## src/rtl/evict_buffer.sv

```systemverilog
// Write-back eviction buffer: FIFO of dirty lines with tag coalescing, snoop lookup
// and a two-state writer that drains the oldest line to memory.
module evict_buffer #(
    parameter int WIDTH = 128,
    parameter int DEPTH = 2
) (
    input  logic                       clk,
    input  logic                       reset_n,
    input  logic                       evict_req,
    input  logic [15:0]                evict_addr,
    input  logic [WIDTH-1:0]           evict_data,
    output logic                       evict_ready,
    input  logic [15:0]                snoop_addr,
    output logic                       snoop_hit,
    output logic [WIDTH-1:0]           snoop_data,
    output logic                       pmem_write,
    output logic [15:0]                pmem_address,
    output logic [WIDTH-1:0]           pmem_wdata,
    input  logic                       pmem_resp,
    output logic [$clog2(DEPTH+1)-1:0] count,
    output logic                       empty,
    output logic                       full
);
    localparam int PW = $clog2(DEPTH);
    localparam int CW = $clog2(DEPTH+1);

    typedef enum logic {IDLE, WRITE} state_t;

    state_t            state, state_nxt;
    logic [DEPTH-1:0]  valid;
    logic [11:0]       tags  [DEPTH];
    logic [WIDTH-1:0]  lines [DEPTH];
    logic [PW-1:0]     head, tail;
    logic [CW-1:0]     count_q;

    logic              push_fire, pop_fire, co_hit, alloc;
    logic [PW-1:0]     co_idx, co_scan, sn_scan;
    logic              unused_addr_bits;

    assign unused_addr_bits = ^{evict_addr[3:0], snoop_addr[3:0]};

    assign count        = count_q;
    assign empty        = (count_q == '0);
    assign full         = (count_q == CW'(DEPTH));
    assign evict_ready  = !full;
    assign pmem_write   = (state == WRITE);
    assign pmem_address = pmem_write ? {tags[head], 4'b0000} : '0;
    assign pmem_wdata   = pmem_write ? lines[head] : '0;

    assign push_fire = evict_req && evict_ready;
    assign pop_fire  = (state == WRITE) && pmem_resp;
    assign alloc     = push_fire && !co_hit;

    // Scan oldest to youngest so the last match wins; the head being written is
    // excluded from coalescing so the line on the bus stays stable.
    always_comb begin
        co_hit  = 1'b0;
        co_idx  = '0;
        co_scan = '0;
        for (int unsigned k = 0; k < DEPTH; k++) begin
            co_scan = head + PW'(k);
            if (valid[co_scan] && tags[co_scan] == evict_addr[15:4] &&
                !(state == WRITE && k == 0)) begin
                co_hit = 1'b1;
                co_idx = co_scan;
            end
        end
    end

    always_comb begin
        snoop_hit  = 1'b0;
        snoop_data = '0;
        sn_scan    = '0;
        for (int unsigned k = 0; k < DEPTH; k++) begin
            sn_scan = head + PW'(k);
            if (valid[sn_scan] && tags[sn_scan] == snoop_addr[15:4]) begin
                snoop_hit  = 1'b1;
                snoop_data = lines[sn_scan];
            end
        end
    end

    always_comb begin
        state_nxt = state;
        case (state)
            IDLE:    if (count_q != '0) state_nxt = WRITE;
            WRITE:   if (pmem_resp)     state_nxt = IDLE;
            default: state_nxt = IDLE;
        endcase
    end

    always_ff @(posedge clk) begin
        if (!reset_n) begin
            state   <= IDLE;
            valid   <= '0;
            head    <= '0;
            tail    <= '0;
            count_q <= '0;
            for (int unsigned i = 0; i < DEPTH; i++) begin
                tags[i]  <= '0;
                lines[i] <= '0;
            end
        end else begin
            state <= state_nxt;
            if (pop_fire) begin
                valid[head] <= 1'b0;
                head        <= head + PW'(1);
            end
            if (push_fire) begin
                if (co_hit) begin
                    lines[co_idx] <= evict_data;
                end else begin
                    valid[tail] <= 1'b1;
                    tags[tail]  <= evict_addr[15:4];
                    lines[tail] <= evict_data;
                    tail        <= tail + PW'(1);
                end
            end
            case ({alloc, pop_fire})
                2'b10:   count_q <= count_q + CW'(1);
                2'b01:   count_q <= count_q - CW'(1);
                default: count_q <= count_q;
            endcase
        end
    end
endmodule
```

## config.mk

```make
export PLATFORM = sky130hd
export DESIGN_NAME = evict_buffer
export DESIGN_NICKNAME = d
export VERILOG_FILES = /design/src/rtl/evict_buffer.sv
export SDC_FILE = /design/constraint.sdc
export NUM_CORES = 1
export LEC_CHECK = 0
export ABC_AREA = 1
export CAP_MARGIN = 40
export CORE_MARGIN = 10
export CORE_UTILIZATION = 50
export DETAILED_ROUTE_END_ITERATION = 8
export PLACE_DENSITY = 0.79
export SLEW_MARGIN = 40
export SYNTH_ARGS = -nofsm -noshare
export SYNTH_HDL_FRONTEND = slang
export SYNTH_SLANG_ARGS = --single-unit
```

## constraint.sdc

```tcl
create_clock -name clk -period 13 [get_ports clk]
set_input_delay 2.6 -clock clk [delete_from_list [all_inputs] [get_ports clk]]
set_output_delay 2.6 -clock clk [all_outputs]
set_load 0.005 [all_outputs]
```

==> results.tsv <==
metric	value	unit
grt_max_degree	119	
place_congestion	0.9207	
p_leak	9.666	nW
yosysUniqueCellTypes	36	
use_met2	42.87	%
cp_num_buf_inv	5	
final-hold-violation-count	0	
ys_top_cells_by_count	670 x nand2_1, 360 x nor2_1, 299 x inv_1	
clk_latency	0.51	ns
area_growth	29.93	%
std_cell_rows	69	
crit_chain	clkdlybuf4s50_1 > inv_1 > xor2_1 > nand3_1 > nor4_1 > nand2_8 > inv_4 > buf_6 > nand2_1 > nand2_1 > clkdlybuf4s50_1	
ys_warn_count	0	
whs	0.5023	ns
start_kind	primary input	
remaining_drc_errors	0	
cp_num_cells	11	
largest_register	lines	
top_cells_by_area	edfxtp_1 47%, nand2_1 14%, nor2_1 7.5%	
drt-pass1-iter-count	5	
top_usage_layer	met2	
finalMaxSlewViolations	0	
avgSynthCellArea	7.605	um2
post-cts-setup-buffers	0	
simple_gate_share	31.72	%
endpoint_kind	output port	
tapCellCount	461	
ys_chip_area	17920	um2
edf_count	280	
yosysSeqAreaShare	47.82	%
fillCellCount	2951	
slowest_stage	inv_4	
powerSeq	1.17	mW
cts_root_buffer	clkbuf_16	
grt_pass1_vias	16528	
ys_async_sr_fraction	0	%
wl_met3	4831	um
critical-path-top-delay-family	buffers and inverters	
status	completed	
fin_cells	3183	
rr_startpoint	head$_SDFFE_PN0P_	
p_sw	0.9499	mW
postSynthCellCount	2356	
postPlaceCellArea	22190	um2
power_leader	registers	
lay_top_cells	667 x nand2_1, 430 x clkdlybuf4s50_1, 359 x nor2_1	
dp_cells	3113	
cts_tree	yes	
maxCapViolations	0	
p_int	2.006	mW
lay_top_count	nand2_1	
max_stage_delay	0.69	ns
worst_hold_path_type	register to register	
clockBufferDepth	3	
die_w	209.3	um
yosys.cell_count.top_type	nand2_1	
hp-start	tail$_SDFFE_PN0P_	
n_all_buffers	448	
tns	0	ns
comb-power	0.886	mW
grt_pass1_wl	91400	um
crit_path_start	snoop_addr[12]	
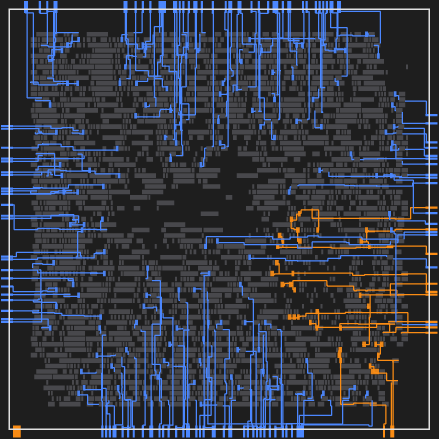
**Above:** nets reached from selected ports.
(2 px per um)
| colour | port | direction | edge | end cells | buffers | wire |
|---|---|---|---|---|---|---|
| blue | snoop_data | output | 48 top, 41 bottom, 23 left, 16 right | 128 | 128 | 6060 um |
| orange | evict_addr | input | 9 right, 7 bottom | 36 | 12 | 902 um |

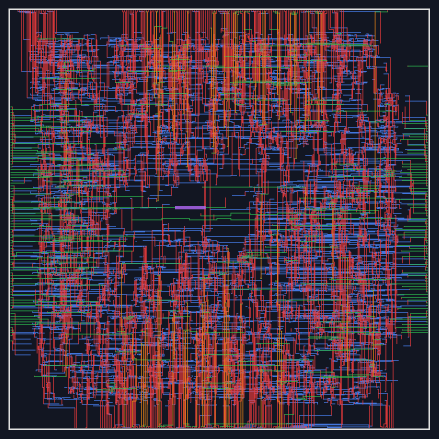
**Above:** wiring by layer.
(2 px per um)
| colour | layer | wire length |
|---|---|---|
| green | metal 3 | 4830 um |
| purple | metal 5 | 13.8 um |
| orange | metal 4 | 3470 um |
| red | metal 2 | 28.9 mm |
| blue | metal 1 | 22.9 mm |
via count: 16891
WL per Instance: 18.87 um
GRT Total Usage: 25.99%
final WL: 60070 um

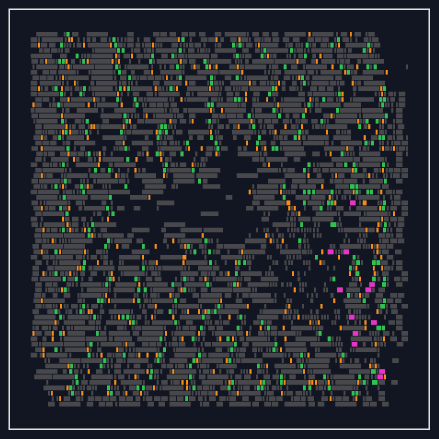
**Above:** selected gate families.
(2 px per um)
| colour | family | cells |
|---|---|---|
| magenta | XOR/XNOR gates | 12 |
| green | inverting AOI/OAI gates | 294 |
| orange | inverters | 306 |

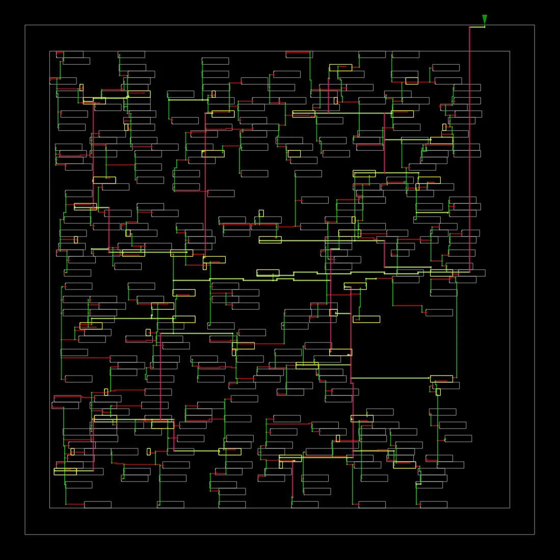
**Above:** clock routing.
TritonCTS Buffers: 34
Seq cells: 288
clock buf count: 47
Sink Count: 288

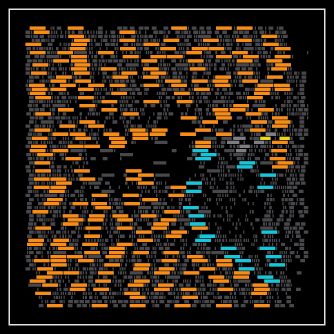
**Above:** sequential cells grouped by signal name.
(1.5 px per um) Other sequential cells in the stronger grey, the rest of the logic in the fainter grey.
| colour | name in the netlist | placed flops |
|---|---|---|
| orange | lines | 256 |
| yellow | count | 2 |
| cyan | tags | 24 |
not coloured: 6
sequential share of cell area: 36.83%
register area: 8576 um2

Power figures rest on the tool's default switching activity, not on a simulated workload.
